<file path="src/rtl/bw_mul_arbiter_if.sv">
// Handshake bundle between the two requesters, the response consumer and
// the shared multiplier arbiter. Operand and product buses carry
// two's-complement values; signedness is applied inside the arbiter.
interface bw_mul_arbiter_if #(
  parameter int WIDTH = 3
);
  logic [1:0]         req_valid;
  logic [1:0]         req_ready;
  logic [WIDTH-1:0]   req_x0;
  logic [WIDTH-1:0]   req_y0;
  logic [WIDTH-1:0]   req_x1;
  logic [WIDTH-1:0]   req_y1;
  logic               rsp_valid;
  logic               rsp_ready;
  logic [2*WIDTH-1:0] rsp_data;
  logic               rsp_id;

  // Client side: requesters plus the response consumer.
  modport master (
    output req_valid, req_x0, req_y0, req_x1, req_y1, rsp_ready,
    input  req_ready, rsp_valid, rsp_data, rsp_id
  );

  // Arbiter side.
  modport slave (
    input  req_valid, req_x0, req_y0, req_x1, req_y1, rsp_ready,
    output req_ready, rsp_valid, rsp_data, rsp_id
  );
endinterface

</file>
<file path="src/rtl/bw_mul_arbiter.sv">
// Round-robin arbiter sharing one combinational Baugh-Wooley signed
// multiplier between two requesters. A granted request latches its
// operands, the product is registered one cycle later and then held on the
// response channel, tagged with the requester ID, until it is consumed.
module bw_mul_arbiter #(
  parameter int WIDTH = 3,
  parameter int CNT_W = 8
) (
  input  logic             clk,
  input  logic             rst_n,
  bw_mul_arbiter_if.slave  bus,
  output logic             busy,
  output logic [CNT_W-1:0] done_cnt
);

  localparam int PW = 2 * WIDTH;
  // Correction constant of the modified Baugh-Wooley array: +2^W + 2^(2W-1).
  localparam logic [PW-1:0] BW_CONST = (PW'(1) << WIDTH) | (PW'(1) << (PW - 1));

  typedef enum logic [1:0] {
    IDLE = 2'd0,
    MUL  = 2'd1,
    RESP = 2'd2
  } state_e;

  state_e           state_q, state_d;
  logic [WIDTH-1:0] x_q, x_d;
  logic [WIDTH-1:0] y_q, y_d;
  logic             id_q, id_d;
  logic             rr_last_q, rr_last_d;
  logic [PW-1:0]    rsp_data_q, rsp_data_d;
  logic [CNT_W-1:0] done_cnt_q, done_cnt_d;

  logic [1:0]       grant;
  logic [PW-1:0]    bw_sum;
  logic             pp;

  // Round-robin pick: on contention the requester that did not win last.
  always_comb begin
    grant = 2'b00;
    case (bus.req_valid)
      2'b01:   grant = 2'b01;
      2'b10:   grant = 2'b10;
      2'b11:   grant = rr_last_q ? 2'b01 : 2'b10;
      default: grant = 2'b00;
    endcase
  end

  // Baugh-Wooley core: partial products that pair exactly one sign bit with
  // a magnitude bit are inverted, and the correction constant is added.
  always_comb begin
    bw_sum = '0;
    pp     = 1'b0;
    for (int i = 0; i < WIDTH; i++) begin
      for (int j = 0; j < WIDTH; j++) begin
        pp = x_q[i] & y_q[j];
        if ((i == WIDTH - 1) != (j == WIDTH - 1)) pp = ~pp;
        bw_sum = bw_sum + ({{(PW-1){1'b0}}, pp} << (i + j));
      end
    end
    bw_sum = bw_sum + BW_CONST;
  end

  // Next-state, operand capture, product register and completion count.
  always_comb begin
    // NOTE: every variable assigned here gets a default first, so no path
    // leaves one unassigned and no latch is inferred.
    state_d       = state_q;
    x_d           = x_q;
    y_d           = y_q;
    id_d          = id_q;
    rr_last_d     = rr_last_q;
    rsp_data_d    = rsp_data_q;
    done_cnt_d    = done_cnt_q;
    bus.req_ready = 2'b00;
    case (state_q)
      IDLE: begin
        // Ready follows the grant, so it never rises without its valid.
        bus.req_ready = rst_n ? grant : 2'b00;
        if (grant != 2'b00) begin
          id_d      = grant[1];
          rr_last_d = grant[1];
          x_d       = grant[1] ? bus.req_x1 : bus.req_x0;
          y_d       = grant[1] ? bus.req_y1 : bus.req_y0;
          state_d   = MUL;
        end
      end
      MUL: begin
        rsp_data_d = bw_sum;
        state_d    = RESP;
      end
      RESP: begin
        if (bus.rsp_ready) begin
          done_cnt_d = done_cnt_q + CNT_W'(1);
          state_d    = IDLE;
        end
      end
      default: state_d = IDLE;
    endcase
  end

  // State and datapath registers with synchronous active-low reset.
  always_ff @(posedge clk) begin
    // NOTE: flops use non-blocking assignments so every register samples
    // the pre-edge values regardless of statement order.
    if (!rst_n) begin
      state_q    <= IDLE;
      x_q        <= '0;
      y_q        <= '0;
      id_q       <= 1'b0;
      rr_last_q  <= 1'b1;
      rsp_data_q <= '0;
      done_cnt_q <= '0;
    end else begin
      state_q    <= state_d;
      x_q        <= x_d;
      y_q        <= y_d;
      id_q       <= id_d;
      rr_last_q  <= rr_last_d;
      rsp_data_q <= rsp_data_d;
      done_cnt_q <= done_cnt_d;
    end
  end

  assign bus.rsp_valid = (state_q == RESP);
  assign bus.rsp_data  = rsp_data_q;
  assign bus.rsp_id    = id_q;
  assign busy          = (state_q != IDLE);
  assign done_cnt      = done_cnt_q;

endmodule

</file>
<file path="src/flat_wrapper.sv">
// flat-port wrapper written by rule: the top's interface ports become plain ports
module bw_mul_arbiter_flat 
#(
  parameter int WIDTH = 3,
  parameter int CNT_W = 8
)
  (clk, rst_n, busy, done_cnt, bus_req_valid, bus_req_x0, bus_req_y0, bus_req_x1, bus_req_y1, bus_rsp_ready, bus_req_ready, bus_rsp_valid, bus_rsp_data, bus_rsp_id);
  bw_mul_arbiter_if #(.WIDTH(WIDTH)) bus_i ();
  input  logic clk;
  input  logic rst_n;
  output logic busy;
  output logic [CNT_W-1:0] done_cnt;
  input wire logic [$bits(bus_i.req_valid)-1:0] bus_req_valid;
  input wire logic [$bits(bus_i.req_x0)-1:0] bus_req_x0;
  input wire logic [$bits(bus_i.req_y0)-1:0] bus_req_y0;
  input wire logic [$bits(bus_i.req_x1)-1:0] bus_req_x1;
  input wire logic [$bits(bus_i.req_y1)-1:0] bus_req_y1;
  input wire logic [$bits(bus_i.rsp_ready)-1:0] bus_rsp_ready;
  output wire logic [$bits(bus_i.req_ready)-1:0] bus_req_ready;
  output wire logic [$bits(bus_i.rsp_valid)-1:0] bus_rsp_valid;
  output wire logic [$bits(bus_i.rsp_data)-1:0] bus_rsp_data;
  output wire logic [$bits(bus_i.rsp_id)-1:0] bus_rsp_id;
  assign bus_i.req_valid = bus_req_valid;
  assign bus_i.req_x0 = bus_req_x0;
  assign bus_i.req_y0 = bus_req_y0;
  assign bus_i.req_x1 = bus_req_x1;
  assign bus_i.req_y1 = bus_req_y1;
  assign bus_i.rsp_ready = bus_rsp_ready;
  assign bus_req_ready = bus_i.req_ready;
  assign bus_rsp_valid = bus_i.rsp_valid;
  assign bus_rsp_data = bus_i.rsp_data;
  assign bus_rsp_id = bus_i.rsp_id;
  bw_mul_arbiter #(.WIDTH(WIDTH), .CNT_W(CNT_W)) u_core (.clk(clk), .rst_n(rst_n), .bus(bus_i), .busy(busy), .done_cnt(done_cnt));
endmodule
</file>
<file path="config.mk">
export PLATFORM = sky130hd
export DESIGN_NAME = bw_mul_arbiter_flat
export DESIGN_NICKNAME = d
export VERILOG_FILES = /design/src/rtl/bw_mul_arbiter_if.sv /design/src/rtl/bw_mul_arbiter.sv /design/src/flat_wrapper.sv
export SDC_FILE = /design/constraint.sdc
export NUM_CORES = 1
export LEC_CHECK = 0
export CAP_MARGIN = 20
export CORE_MARGIN = 4
export CORE_UTILIZATION = 25
export DETAILED_ROUTE_END_ITERATION = 8
export PLACE_DENSITY = 0.57
export SLEW_MARGIN = 40
export SYNTH_ARGS = -nofsm -noshare
export SYNTH_HDL_FRONTEND = slang
export SYNTH_SLANG_ARGS = --single-unit
export TNS_END_PERCENT = 50
</file>
<file path="constraint.sdc">
create_clock -name clk -period 2.3 [get_ports clk]
set_input_delay 0.46 -clock clk [delete_from_list [all_inputs] [get_ports clk]]
set_output_delay 0.46 -clock clk [all_outputs]
set_load 0.02 [all_outputs]
</file>
Figure 1. A small window of the routed layout.
The bar under the picture is 20 um long. Region (0, 0) to (50, 50) um. Cells in grey, sequential cells in the stronger grey; small squares are vias.
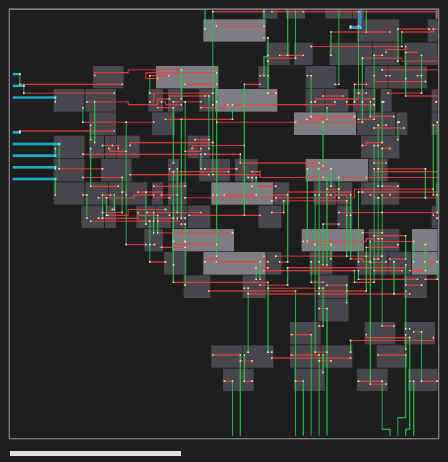
metal 3 -> cyan
metal 2 -> green
metal 4 -> blue
metal 1 -> red
sequential cells in the window = 9
most frequent = clkdlybuf4s50_1 (18), dfxtp_1 (9)
netlist names of flops here include = u_core.state_q (2), u_core.x_q (2), u_core.y_q (2)
cells with their middle in the window = 92

Figure 2. Placement by cell class.
Fill, decap, tap and diode cells in grey.
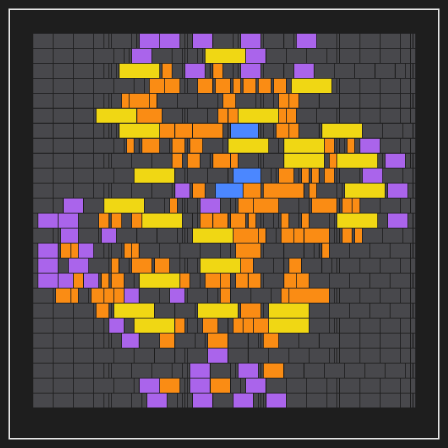
combinational and other logic -> orange  # cells 109, share of their area 43%
remaining buffers and delay cells -> purple  # cells 43, share of their area 25%
sequential cells -> yellow  # cells 24, share of their area 29%
clock drivers -> blue  # cells 3, share of their area 2.5%

Figure 3. Register map, names as in the netlist.
Other sequential cells in the stronger grey, the rest of the logic in the fainter grey.
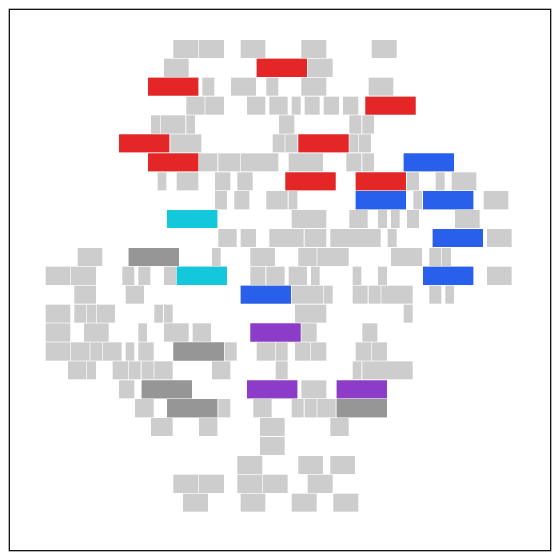
u_core.bus.rsp_data -> blue  # placed flops 6, where right middle
u_core.state_q -> cyan  # placed flops 2
u_core.done_cnt -> red  # placed flops 8, where top middle
u_core.y_q -> purple  # placed flops 3
not coloured = 5
seq pwr: 0.463 mW
FF+latch area: 480 um2
Core Util, Final: 0.366
fraction of area in registers: 0.278

Figure 4. Wiring heat map.
The bar under the picture is 20 um long. 16 x 16 tiles, from black (low) to pale yellow (high), scaled to the fullest tile. Values are wire area over tile area, all layers added.
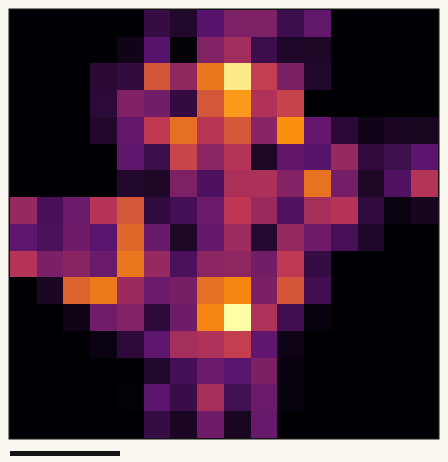
emptiest ninth of the die = bottom right
densest ninth of the die = top middle
tiles over half the peak = 9.8%
fullest tile = 0.36
drt total wl: 2700 um
drt wl/cell: 11.0 um
GRT Util Overall: 0.0949
Via Count: 1081

==> results.toml <==
# physical design summary
[clock_network]
clockBufferDepth = 2
clk_latency_ns = 0.26
cts_buffers = 3
cts_resized = 2
h-tree-depth = 1
cts-root-buf = "clkbuf_8"
hold_buffers = 0
clock_sinks = 24
cts_tree = "yes"
postCtsSetupRepairBufs = 0
clk_pin_slew_ns = 0.08

[global_routing]
grtUsageMet2 = 0.156
grt_max_degree = 23
grt_antenna_before_repair = 0
grt_util_met3 = 0.0162
use_met1 = 0.125
grt_overflow = 0
grt_pass1_wl_um = 4720
grt_pass1_vias = 1014
grt.busiest_layer = "met2"

[synthesis]
synth_adder_area_share = 0.0948
post-synth-top-area-fraction = 0.396
ys_top_logic_family = "simple AND/OR/NAND/NOR gates"
yosys.area.top_type = "dfxtp_1"
synth_area_mm2 = 0.00121
ys_seq_frac = 0.396
floorplan.nets = 163
ys.flop_type = "dfxtp_1"
async_flop_share = 0
edf_count = 0
synth_cell_type_count = 32
synth_top_cell_by_count = "dfxtp_1"
ys_cells = 138
aoi_share = 0.179
ys_area_mm2 = 0.00121
ys_sh_xor = 0.0216
top_cells_by_count = "24 x dfxtp_1, 18 x a21oi_1, 12 x nand2_1"
mux_area_frac = 0.0577
topCellsByArea = "dfxtp_1 40%, a21oi_1 7.4%, ha_1 6.2%, mux2i_1 5.8%, a211oi_1 4.9%"
synth_flops = 24
syn-instance-count = 138
simple_gate_area_frac = 0.212
syn_area_per_cell_um2 = 8.79
yosys_warnings = 0

[power_and_ir_drop]
switching_share = 0.272
leakagePower_nw = 0.671
fin_total_pwr_mw = 0.918
pwr-share-seq = 0.505
clockPowerShare = 0.262
power_density_mw_per_mm2 = 532
ir_drop_mv = 0.262
power.internal_mw = 0.669
combPwrFrac = 0.234
switchingPower_mw = 0.250

[worst_setup_path]
critical_path_required_ns = 1.84
cpPeakStageDelay_ns = 0.46
cp.depth = 4
endpoint_kind = "output port"
crit_buf_inv = 2
reg2reg_from = "u_core.x_q[2]$_SDFFE_PN0P_"
regToRegEndpoint = "u_core.bus.rsp_data[4]$_SDFFE_PN0N_"
critPathMaxFanout = 2
critical_path.endpoint = "bus_req_ready[1]"
ff2ff_setup_slack_ns = 0.21
start_kind = "primary input"
crit_family = "buffers and inverters"
crit_path_start = "bus_req_valid[1]"
crit_chain = "clkdlybuf4s50_1 > a21boi_0 > and3_1 > dlygate4sd2_1"
arrival_ns = 1.70
slowest_stage = "clkdlybuf4s50_1"
worstRegToRegCells = 7
path_class = "in2out"

[die]
die_w_um = 77.7
fp_util = 0.257
dieArea_mm2 = 0.00603
std_cell_rows = 25
io_pins = 36
core_area_mm2 = 0.00472
die_h_um = 77.7

[timing]
drv_slew = 0
tightest_slew_ns = 0.439
relSlewSlack = 0.706
finalCritPeriodShare = 0.938
finalSetupViolCount = 0
fmaxAchievable_mhz = 463
setup_ws_ns = 0.142
finalClockSkew_ns = 0.00182
whs_ns = 0.450
finalHoldViolations = 0
tns_ns = 0
period_minus_slack_ns = 2.16
grt_setup_unrepaired = "no"

[job]
warnings = 26
drv_cap = 0

[layout]
finalInstanceArea_mm2 = 0.00173
instances_no_fill = 246
lay_top_count = "clkdlybuf4s50_1"
fill_cells = 501
nets = 206
drive_above_1_share = 0.0726
layout.cells.most_common_list = "33 x clkdlybuf4s50_1, 24 x dfxtp_1, 18 x a21oi_1"
diodes = 0
final-comb-area_um2 = 687
syn2layout_area_growth_pct = 42.3

[route]
drc_errors = 0
drt_iter0_drc = 58
post_drt_via_cell_ratio = 4.39
first_pass_iters = 4
ant_nets = 0

[placed_design]
io_buffer_count = 35
place_ws_ns = -0.155
dpl_cell_area_mm2 = 0.00169
gp_congestion = 0.778
dp_hpwl_um = 2140
place_inst = 243

[outcome]
status = "finished, final reports clean"

[min_path]
hp-class = "reg2reg"
[flip-flops by register name, indices dropped and copies added (netlist names)]
name and cells:
u_core.rr_last_q 1, u_core.x_q 3, u_core.bus.rsp_id 1, u_core.done_cnt 8
u_core.y_q 3, u_core.state_q 2, u_core.bus.rsp_data 6
[per-layer routing]
metal,share of wire,up-vias
met5,0,-
li1,-,572
met3,0.031,2
met4,0.011,0
met1,0.50,489
met2,0.46,18
[worst min path at each step]
stage | cells after the start | endpoint | start
after floorplan | 2 | u_core.bus.rsp_data[0]$_SDFFE_PN0N_ | u_core.x_q[0]$_SDFFE_PN0P_
after global placement | 2 | u_core.bus.rsp_data[0]$_SDFFE_PN0N_ | u_core.bus.rsp_data[0]$_SDFFE_PN0N_
after detailed placement | 2 | u_core.bus.rsp_data[0]$_SDFFE_PN0N_ | u_core.bus.rsp_data[0]$_SDFFE_PN0N_
after CTS | 2 | u_core.bus.rsp_data[0]$_SDFFE_PN0N_ | u_core.bus.rsp_data[0]$_SDFFE_PN0N_
after global routing | 2 | u_core.bus.rsp_data[0]$_SDFFE_PN0N_ | u_core.bus.rsp_data[0]$_SDFFE_PN0N_
final | 2 | u_core.bus.rsp_data[0]$_SDFFE_PN0N_ | u_core.bus.rsp_data[0]$_SDFFE_PN0N_
[final cells by class]
type	count	area share
multi-input combinational	102	0.398
timing repair buffer	43	0.236
tap	67	0.0486
inverter	7	0.0152
sequential	24	0.278
clock buffer	3	0.0239
[power groups by stage]
stage               sequential [mW]  combinational (mW)  clock, mW
global placement              0.473               0.217          0
CTS                           0.463               0.219      0.251
detailed placement            0.473               0.220          0
global route                  0.469               0.242      0.274
floorplan                     0.478               0.114          0
finish                        0.463               0.215      0.240
Power figures rest on the tool's default switching activity, not on a simulated workload.
